**Where the registers sit**

(1 px per um) Other sequential cells in the stronger grey, the rest of the logic in the fainter grey.
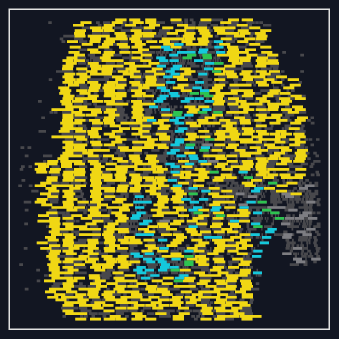
**Cells coloured by class**

(1.5 px per um)
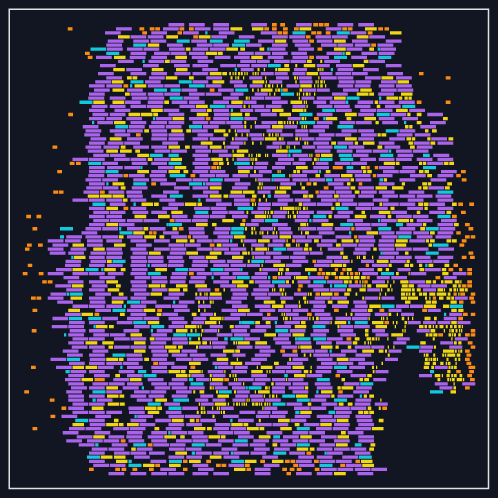
**Placement view**

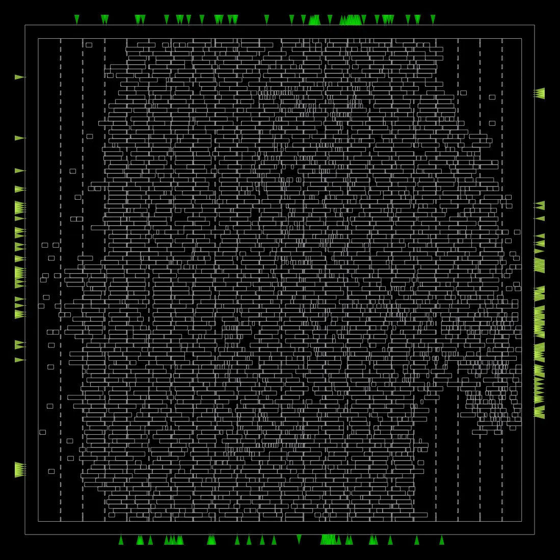
==> src/rtl/gouram_trace_serialiser.sv <==
// gouram_trace_serialiser: buffers 129-bit gouram trace records in a FIFO and streams
// each record as four 32-bit beats, least-significant first, counting records lost to overflow.
module gouram_trace_serialiser #(
   parameter int DEPTH     = 8,
   parameter int CNT_WIDTH = 16
) (
   input  logic                   clk,
   input  logic                   rst_n,
   input  logic [128:0]           trace_i,
   output logic [31:0]            m_data,
   output logic                   m_valid,
   output logic                   m_last,
   input  logic                   m_ready,
   input  logic                   overflow_clr,
   output logic [CNT_WIDTH-1:0]   overflow_count,
   output logic [$clog2(DEPTH):0] fifo_level
);
   localparam int AW = $clog2(DEPTH);
   typedef enum logic {IDLE, SEND} state_t;
   state_t        state;
   logic [127:0]  mem [DEPTH];
   logic [127:0]  rec;
   logic [AW-1:0] wr_ptr, rd_ptr;
   logic [1:0]    beat, beat_nxt;
   logic          empty, full, xfer, pop, push, drop;
   always_comb begin
      empty    = fifo_level == '0;
      full     = fifo_level == (AW+1)'(DEPTH);
      xfer     = m_valid && m_ready;
      beat_nxt = beat + 2'd1;
      // head is popped either to start from idle or straight after a final beat, so records run back to back
      pop      = !empty && (state == IDLE || (xfer && beat == 2'd3));
      push     = trace_i[128] && (!full || pop);
      drop     = trace_i[128] && !push;
   end
   always_ff @(posedge clk)
      if (push) mem[wr_ptr] <= trace_i[127:0];
   always_ff @(posedge clk or negedge rst_n)
      if (!rst_n) begin
         wr_ptr         <= '0;
         rd_ptr         <= '0;
         fifo_level     <= '0;
         overflow_count <= '0;
      end else begin
         wr_ptr         <= push ? wr_ptr + AW'(1) : wr_ptr;
         rd_ptr         <= pop ? rd_ptr + AW'(1) : rd_ptr;
         fifo_level     <= push == pop ? fifo_level :
                           push ? fifo_level + (AW+1)'(1) : fifo_level - (AW+1)'(1);
         overflow_count <= overflow_clr ? CNT_WIDTH'(drop) :
                           (drop && !(&overflow_count)) ? overflow_count + CNT_WIDTH'(1) : overflow_count;
      end
   always_ff @(posedge clk or negedge rst_n)
      if (!rst_n) begin
         state   <= IDLE;
         beat    <= '0;
         rec     <= '0;
         m_data  <= '0;
         m_valid <= 1'b0;
         m_last  <= 1'b0;
      end else if (pop) begin
         state   <= SEND;
         beat    <= '0;
         rec     <= mem[rd_ptr];
         m_data  <= mem[rd_ptr][31:0];
         m_valid <= 1'b1;
         m_last  <= 1'b0;
      end else if (xfer && beat == 2'd3) begin
         state   <= IDLE;
         m_valid <= 1'b0;
         m_last  <= 1'b0;
      end else if (xfer) begin
         beat    <= beat_nxt;
         m_data  <= rec[{beat_nxt, 5'd0} +: 32];
         m_last  <= beat_nxt == 2'd3;
      end
endmodule

==> config.mk <==
export PLATFORM = sky130hd
export DESIGN_NAME = gouram_trace_serialiser
export DESIGN_NICKNAME = d
export VERILOG_FILES = /design/src/rtl/gouram_trace_serialiser.sv
export SDC_FILE = /design/constraint.sdc
export NUM_CORES = 1
export LEC_CHECK = 0
export CORE_MARGIN = 8
export CORE_UTILIZATION = 51
export CTS_CLUSTER_DIAMETER = 120
export DETAILED_ROUTE_END_ITERATION = 16
export GPL_ROUTABILITY_DRIVEN = 0
export HOLD_SLACK_MARGIN = 0.15
export PLACE_DENSITY = 0.69
export SYNTH_ARGS = -nofsm -noshare
export SYNTH_HDL_FRONTEND = slang
export SYNTH_SLANG_ARGS = --single-unit
==> constraint.sdc <==
create_clock -name clk -period 16.8 [get_ports clk]
set_input_delay 3.36 -clock clk [delete_from_list [all_inputs] [get_ports clk]]
set_output_delay 3.36 -clock clk [all_outputs]
set_load 0.05 [all_outputs]
==> results.txt <==
flow finished, numbers: register area share after synthesis=0.7605, HP Class=register to register, TritonCTS clock tree=yes, CTS sink cnt=1214, DR DRC count=0, initial antenna violation count=16, Worst-path clk slew=0.06 ns, Dominant flop cell=edfxtp_1, CP endpoint kind=register, max-cap violation count=0, fin crit period=6.097 ns, kind of critical path=primary input to register, Resized cells post-CTS=0, Starting Density=0.5116, Distinct lib cells used=56, Synth warnings=0, yosys synthesis chip area=0.04668 mm^2, CTS root buffer=clkbuf_16, run status=completed, Final Max Slew Viols=0, ys cells=2330, wirelength, routed=100.4 mm, CP arrival=6.39 ns, first-pass GRT wire length=151.9 mm, f_max=164.0 MHz, CP max FO=57, Post-Syn Nets=2471, Worst-Margin Slew=1.177 ns, NumNets Final=2683, postcts setup bufs=0, vias in the first global route=23580, H-tree Lvls=3, P&R area growth vs syn=14.80%, Final Hold Violation Tally=0, share of flip-flops with an asynchronous set or reset=0.1565, Via density=5.951, CORE AREA=0.09125 mm^2, drt wl/cell=26.20 um, remaining global-route overflow=0, vias=22800, Lkg Pwr=18.06 nW, sequential power share=0.452, # setup viols final=0, Period Utilization, post-route=0.3629, largest net degree at the start of global routing=160, Top Layout Cells=edfxtp_1 (1024), mux4_2 (256), nand2_1 (212), die height=318.5 um, WP data required=17.09 ns, DIE AREA=0.1015 mm^2, most frequent logic cell in the layout=edfxtp_1, flops & latches, synth=1214, peak supply drop=0.1314 mV, total global-route track usage=0.1961, TritonCTS buffer count=117, share of layout cells above drive strength 1=0.1892, Detail Route Antenna Nets=0, Cell Area, Placed=0.04973 mm^2, R2R Setup Slk=12.71 ns, Worst-Skew Late Latency=0.70 ns, FP Rows=111, boundary pin count=187, final setup TNS=0 ns, pre-CTS setup slack=9.965 ns, final instance area=0.05359 mm^2, sw frac=0.3041, Buffers on Ports=186, chip width=318.5 um, clk buf depth=3, synthesized instance count=2330, Post-CTS Hold Fix Bufs=0, Combinational Power Share=0.265, Clock Skew=0.03630 ns, DRT iter0 DRCs=2117, Pint=6.404 mW, RSZ-0062 raised after global routing=no, power density over the cells=171.7 mW/mm^2, Post-synth EDFFs=1024, worst setup margin=10.70 ns, first drt pass iteration count=7, Switch Pwr=2.799 mW, Syn Std Cell Area=0.04668 mm^2, Tool Warnings=39, average size of a mapped cell=20.04 um^2, relative slew slack=0.2136, Clock Power Share=0.283, DP Wirelength=58.00 mm, CP startpoint kind=primary input
Notes on 'where the registers sit' above:
[yellow] mem | flops: 1024 | where: widely spread
[cyan] rec | flops: 128
[green] m_data | flops: 32
not coloured: 30

Notes on 'cells coloured by class' above:
[orange] remaining buffers and delay cells | cells: 221 | share of their area: 4.1%
[purple] registers | cells: 1214 | share of their area: 68%
[cyan] clock drivers and dummy loads | cells: 220 | share of their area: 7.4%
[yellow] remaining logic cells | cells: 988 | share of their area: 20%

Notes on 'placement view' above:
# fillers: 6467
tap cell count: 1186
Flops: 1214

cell usage after synthesis, types with 10 or more instances:
cell type     n  share of area
buf_1        14         0.0011
nand2_1     212          0.017
mux4_2      256           0.12
buf_4        12         0.0019
o21ai_0      66         0.0071
dfrtp_1     190           0.10
a21oi_1      10         0.0011
nor2_1       46         0.0037
edfxtp_1   1024           0.66
mux2i_1     163          0.035
clkbuf_1     43         0.0035
o21ai_1      31         0.0033
a31oi_1      33         0.0044
o211ai_1     33         0.0053
nor2b_1      11         0.0015
a22oi_1      34         0.0055
buf_6        15         0.0036
buf_2        43         0.0046
power by group through the flow:
| stage | clock, mW | sequential, mW | combinational (mW) |
|---|---|---|---|
| detailed placement | 0 | 4.22 | 2.48 |
| floorplan | 0 | 4.29 | 1.66 |
| global placement | 0 | 4.19 | 2.44 |
| CTS | 2.65 | 4.16 | 2.48 |
| finish | 2.60 | 4.16 | 2.44 |
| global route | 2.76 | 4.20 | 2.63 |
final timing paths:
path                              start                end  cells past startpoint
worst min-delay path            rec[82]            rec[82]                      2
worst min register to register  rec[82]            rec[82]                      2
worst max-delay path            m_ready         mem[6][51]                      6
max in group asynchronous         rst_n          rd_ptr[1]                      2
min in group asynchronous         rst_n  overflow_count[9]                      1
worst max register to register  beat[0]         mem[6][51]                      7
layer usage:
| layer | wire length (um) | track usage |
|---|---|---|
| met1 | 43600 | 0.2843 |
| met2 | 47680 | 0.3078 |
| met3 | 7590 | 0.04414 |
| met4 | 1404 | 0.04178 |
| met5 | 104 | 0 |
sequential cells by signal, indices dropped and copies added, names as in the netlist:
signal	cells
fifo_level	4
mem	1024
m_data	32
beat	2
state	1
overflow_count	16
rd_ptr	3
wr_ptr	3
rec	128
m_last	1
critical path: stages:
cell and delay [ns]:
clkdlybuf4s50_1 0.68, a21boi_4 0.15, a21boi_2 0.34, nand2_1 0.30, nor2_4 0.59, buf_4 0.89
through the flow:
stage                     power (mW)    util  std cells  hold slack, ns
final                          9.204  0.5873       3832          0.4818
after global placement         6.629  0.5450       3609          0.4594
after CTS                      9.295  0.5872       3829          0.4859
after global routing           9.600  0.5873       3830          0.4968
after detailed placement       6.696  0.5450       3609          0.4627
after floorplan                5.952       -       2330          0.4407
logic make-up (layout without fill, tap and decap cells):
| logic type | after synthesis | count (layout) | synth area share |
|---|---|---|---|
| simple gates | 315 | 315 | 0.02924 |
| mux | 430 | 430 | 0.1611 |
| buf+inv | 133 | 446 | 0.01536 |
| other cells | 0 | 3 | 0 |
| compound gates | 222 | 222 | 0.02978 |
| flops | 1214 | 1214 | 0.7605 |
| fa+ha+maj | 8 | 8 | 0.002305 |
| xor+xnor | 8 | 8 | 0.001662 |
area by class of cell:
type	instances	area (um^2)	area share
multi-input cells	983	10550	0.1969
clock inverters	61	639.4	0.01193
repair buffers	221	2153	0.04018
inverters	5	20.02	0.0003736
clock buffers	159	3219	0.06007
flip-flops and latches	1214	35520	0.6627
diodes	3	7.507	0.0001401
well taps	1186	1484	0.02769
Power figures rest on the tool's default switching activity, not on a simulated workload.
